===== src/rtl/alu_sequencer.sv =====
`timescale 1ns/1ps
`default_nettype none
// ============================================================================
// Module   : alu_sequencer
// Brief    : Issue/writeback controller for the external 8-bit ALU, with an
//            8x8 register file and NZCV flags. Optional ALU_SEQUENCER_RETIRE_CNT_EN
//            adds a 16-bit retired-instruction counter.
// Revision : 1.0 - initial release
// ============================================================================
module alu_sequencer #(
    parameter int NREGS = 8
) (
    input  logic        clk,
    input  logic        rst,
    input  logic        in_valid,
    output logic        in_ready,
    input  logic [15:0] in_instr,
    output logic [7:0]  alu_a,
    output logic [7:0]  alu_b,
    output logic [2:0]  alu_op,
    output logic [2:0]  alu_shamt,
    input  logic [7:0]  alu_out,
    input  logic        ld_en,
    input  logic [2:0]  ld_addr,
    input  logic [7:0]  ld_data,
    input  logic [2:0]  dbg_addr,
    output logic [7:0]  dbg_data,
    output logic [3:0]  flags,
`ifdef ALU_SEQUENCER_RETIRE_CNT_EN
    output logic [15:0] retired,
`endif
    output logic        done
);

    localparam logic [2:0] c_ALU_OP_ADD = 3'd0;
    localparam logic [2:0] c_ALU_OP_SUB = 3'd1;

    typedef enum logic [1:0] {
        S_IDLE = 2'd0,
        S_EXEC = 2'd1,
        S_WB   = 2'd2
    } state_t;

    state_t      r_state;
    logic [2:0]  r_rd;
    logic        r_setf;
    logic [7:0]  r_regs [NREGS];

    logic [8:0]  w_sum;
    logic        w_c;
    logic        w_v;
    logic [3:0]  w_flags;

    // alu_a/alu_b hold the captured operands through WB, so they double as
    // the internal operand latch for the carry/overflow computation.
    assign w_sum = {1'b0, alu_a} + {1'b0, alu_b};

    always_comb begin
        w_c = 1'b0;
        w_v = 1'b0;
        case (alu_op)
            c_ALU_OP_ADD: begin
                w_c = w_sum[8];
                w_v = (alu_a[7] == alu_b[7]) && (alu_out[7] != alu_a[7]);
            end
            c_ALU_OP_SUB: begin
                w_c = (alu_a >= alu_b);
                w_v = (alu_a[7] != alu_b[7]) && (alu_out[7] != alu_a[7]);
            end
            default: begin
                w_c = 1'b0;
                w_v = 1'b0;
            end
        endcase
    end

    assign w_flags  = {alu_out[7], (alu_out == 8'h00), w_c, w_v};
    assign dbg_data = r_regs[dbg_addr];

    always_ff @(posedge clk or posedge rst) begin
        if (rst) begin
            r_state   <= S_IDLE;
            r_rd      <= 3'd0;
            r_setf    <= 1'b0;
            in_ready  <= 1'b1;
            alu_a     <= 8'h00;
            alu_b     <= 8'h00;
            alu_op    <= 3'd0;
            alu_shamt <= 3'd0;
            flags     <= 4'h0;
            done      <= 1'b0;
`ifdef ALU_SEQUENCER_RETIRE_CNT_EN
            retired   <= 16'h0000;
`endif
        end else begin
            done <= 1'b0;
            case (r_state)
                S_IDLE: begin
                    // Operands are read at the accept edge so they are stable
                    // on alu_* for the whole EXEC cycle.
                    if (in_valid) begin
                        r_rd      <= in_instr[12:10];
                        r_setf    <= in_instr[0];
                        alu_op    <= in_instr[15:13];
                        alu_a     <= r_regs[in_instr[9:7]];
                        alu_b     <= r_regs[in_instr[6:4]];
                        alu_shamt <= in_instr[3:1];
                        in_ready  <= 1'b0;
                        r_state   <= S_EXEC;
                    end
                end
                S_EXEC: begin
                    done    <= 1'b1;
                    r_state <= S_WB;
                end
                S_WB: begin
                    if (r_setf) begin
                        flags <= w_flags;
                    end
`ifdef ALU_SEQUENCER_RETIRE_CNT_EN
                    retired <= retired + 16'd1;
`endif
                    in_ready <= 1'b1;
                    r_state  <= S_IDLE;
                end
                default: begin
                    in_ready <= 1'b1;
                    r_state  <= S_IDLE;
                end
            endcase
        end
    end

    // r0 is never written, so it reads zero from reset onward. The writeback
    // assignment comes last so it overrides a same-cycle load to rd.
    always_ff @(posedge clk or posedge rst) begin
        if (rst) begin
            for (int i = 0; i < NREGS; i++) begin
                r_regs[i] <= 8'h00;
            end
        end else begin
            if (ld_en && (ld_addr != 3'd0)) begin
                r_regs[ld_addr] <= ld_data;
            end
            if ((r_state == S_WB) && (r_rd != 3'd0)) begin
                r_regs[r_rd] <= alu_out;
            end
        end
    end

endmodule
`default_nettype wire


===== config.mk =====
export PLATFORM = sky130hd
export DESIGN_NAME = alu_sequencer
export DESIGN_NICKNAME = d
export VERILOG_FILES = /design/src/rtl/alu_sequencer.sv
export SDC_FILE = /design/constraint.sdc
export NUM_CORES = 1
export LEC_CHECK = 0
export ABC_AREA = 1
export CORE_UTILIZATION = 60
export DETAILED_ROUTE_END_ITERATION = 7
export PLACE_DENSITY_LB_ADDON = 0.08
export SLEW_MARGIN = 20
export SYNTH_ARGS = -nofsm -noshare
export SYNTH_HDL_FRONTEND = slang
export SYNTH_SLANG_ARGS = --single-unit
export TNS_END_PERCENT = 100

===== constraint.sdc =====
create_clock -name clk -period 4.4 [get_ports clk]
set_input_delay 0.44 -clock clk [delete_from_list [all_inputs] [get_ports clk]]
set_output_delay 0.44 -clock clk [all_outputs]
set_load 0.01 [all_outputs]

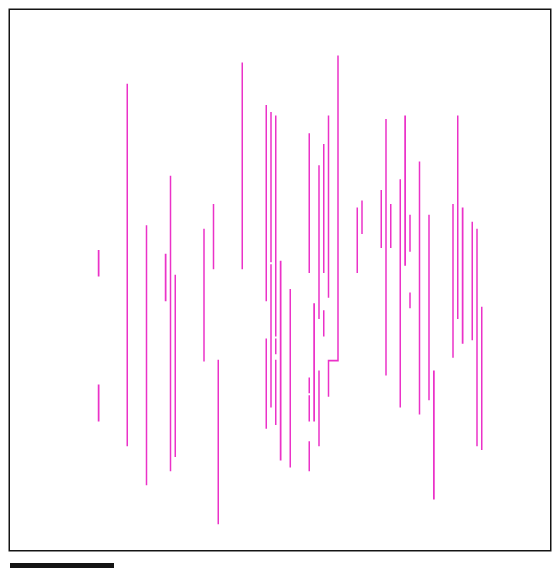
**Above:** run 1 (M4 wires).
Scale bar: 20 µm.
nets with wire on the layer	40
longest straight run	69.4 µm
wire length on this layer	1,280 µm
share of all routed wire	6.1%
main direction	vertical
via count of the routed design: 6,583
DRT Wirelength: 20,900 µm

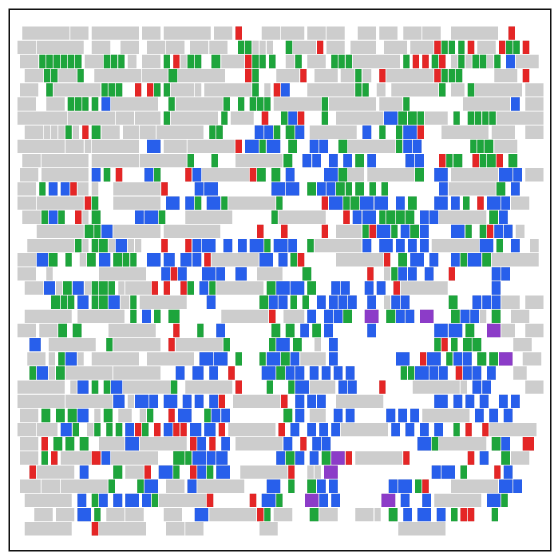
**Above:** run 1 (gate families picked out).
colour	family	cells
green	nand cells	259
blue	aoi and oai cells	272
red	inv cells	97
purple	non-inverting ao/oa cells	8

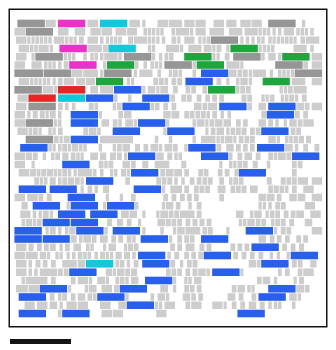
**Above:** run 1 (register map, names as in the netlist).
Scale bar: 20 µm.
colour	signal	flops
red	r_state	2
magenta	alu_op	3
cyan	flags	4
blue	r_regs	64
green	alu_b	8
not coloured	17
sequential power: 1.53 mW
post-layout utilization of the core: 71.8%
sequential cell area: 0.00245 mm²
sequential share of cell area: 34.5%

==> results_slide.txt, run 1 <==
Synthesis and Place & Route Summary

Run status
  – Run status: complete, no violations

Yosys
  – Post-synthesis cell type count: 29
  – Mapped Nets: 917
  – Basic-gate share of the synthesized area counting and, or, nand and nor cells: 21.0%
  – Synthesized cell area: 0.00621 mm²
  – Post-synth ARST share: 100%
  – Top logic cell family in the synthesized netlist: AND-OR/OR-AND gates
  – Number of cells produced by synthesis: 859

CTS
  – Post-CTS Hold Fix Bufs: 0
  – Sink count of the clock tree: 98
  – CTS tree: done

Final layout
  – Multi-input gates: 605
  – Non-clock inverters: 97
  – Final non-clock buffer share: 11.1%
  – Count of placed standard cells in the final layout, fillers left out: 1,030
  – Cell area after layout: 0.00711 mm²
  – Count of antenna diodes in the layout: 0

Power and ir drop
  – Sequential fraction of design power: 42.3%
  – Overall power after layout: 3.61 mW

Critical path
  – Crit path max-delay family: buffers and inverters
  – Kind of critical path: in2out
  – Type of element launching the critical path: input port
  – Required time of the worst setup path: 3960 ps
  – Worst stage delay on the critical path: 540 ps
  – Critical Path Source: dbg_addr[0]
  – Reg2Reg Depth: 5

Placed design
  – DPL Wire Length: 14,500 µm
  – Quantity of I/O buffers inserted on ports: 77

STA
  – Share of the cycle needed by the critical path after routing: 73.4%
  – Worst max-slew margin expressed relative to the limit: 30.3%
  – Setup_tns: 0 ps
  – Worst-Margin Slew: 1050 ps

Global routing
  – Vias in the first global route: 6,214
  – Global-route wire length before repair: 33,100 µm
  – Pin count of the biggest net entering global routing: 77

Die
  – Chip area: 0.0108 mm²
  – Tap cell count: 133
  – Placement row count: 36

Routing
  – DRC Markers: 0
  – Number of optimization iterations in the first detailed-route pass: 6

Worst hold path
  – WHS Endpoint: r_regs[59]
**Run 1: track usage over the die**

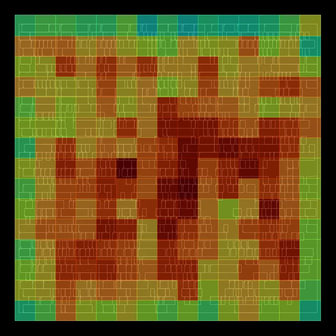

--- run 2 (diff from run 1) ---
Settings changed: CORE_UTILIZATION 60 to 51.
Clock period 4.4 ns to 2.9 ns, I/O delays scaled along.
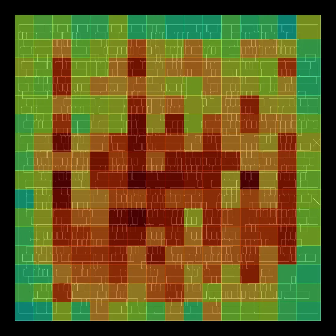
**Above:** run 2 (track usage over the die).
total global routing track utilization: 34.9%
Wirelength per Cell: 19.9 µm
global-route met1 utilization: 44.8%

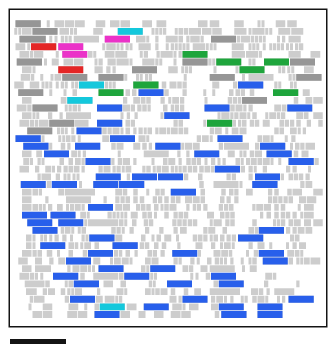
**Above:** run 2 (register map, names as in the netlist).
Scale bar: 20 µm.
colour	signal	flops
magenta	alu_op	3
red	r_state	2
blue	r_regs	64
cyan	flags	4
green	alu_b	8
not coloured	17
post-layout utilization of the core: 63.5%
sequential power: 2.29 mW
sequential share of cell area: 33.1%

==> results_slide.txt, run 2 <==
Synthesis and Place & Route Summary

Power and ir drop
  – Overall power after layout: 5.88 mW
  – Sequential fraction of design power: 38.9%
  – Combinational power: 2.15 mW
  – Pwr Density: 794 mW/mm²

Routing
  – Number of optimization iterations in the first detailed-route pass: 8
  – DRC Markers: 2
  – Via count of the routed design: 6,623
  – DRT Wirelength: 21,000 µm

STA
  – Share of the cycle needed by the critical path after routing: 82.9%
  – Setup_tns: 0 ps
  – Worst max-slew margin expressed relative to the limit: 30.3%
  – Worst-Margin Slew: 1050 ps

Global routing
  – Vias in the first global route: 6,315
  – Pin count of the biggest net entering global routing: 64
  – Global-route wire length before repair: 33,300 µm

Critical path
  – Kind of critical path: in2out
  – Type of element launching the critical path: input port
  – Worst stage delay on the critical path: 550 ps
  – Crit path max-delay family: buffers and inverters
  – Required time of the worst setup path: 2610 ps
  – Critical Path Source: dbg_addr[0]

Yosys
  – Top logic cell family in the synthesized netlist: AND-OR/OR-AND gates
  – Number of cells produced by synthesis: 859
  – Mapped Nets: 917
  – Post-synthesis cell type count: 29
  – Post-synth ARST share: 100%
  – Basic-gate share of the synthesized area counting and, or, nand and nor cells: 21.0%
  – Synthesized cell area: 0.00621 mm²

CTS
  – Post-CTS Hold Fix Bufs: 0
  – Sink count of the clock tree: 98
  – CTS tree: done

Die
  – Tap cell count: 143
  – Chip area: 0.0126 mm²
  – Placement row count: 39

Final layout
  – Cell area after layout: 0.00741 mm²
  – Multi-input gates: 605
  – Combined area of the multi-input logic cells: 0.00314 mm²
  – Final non-clock buffer share: 12.3%
  – Count of placed standard cells in the final layout, fillers left out: 1,054
  – Sequential cell area: 0.00245 mm²

Placed design
  – Quantity of I/O buffers inserted on ports: 77

Run status
  – Run status: finished with violations
  – Failing checks: DRC
Power figures rest on the tool's default switching activity, not on a simulated workload.
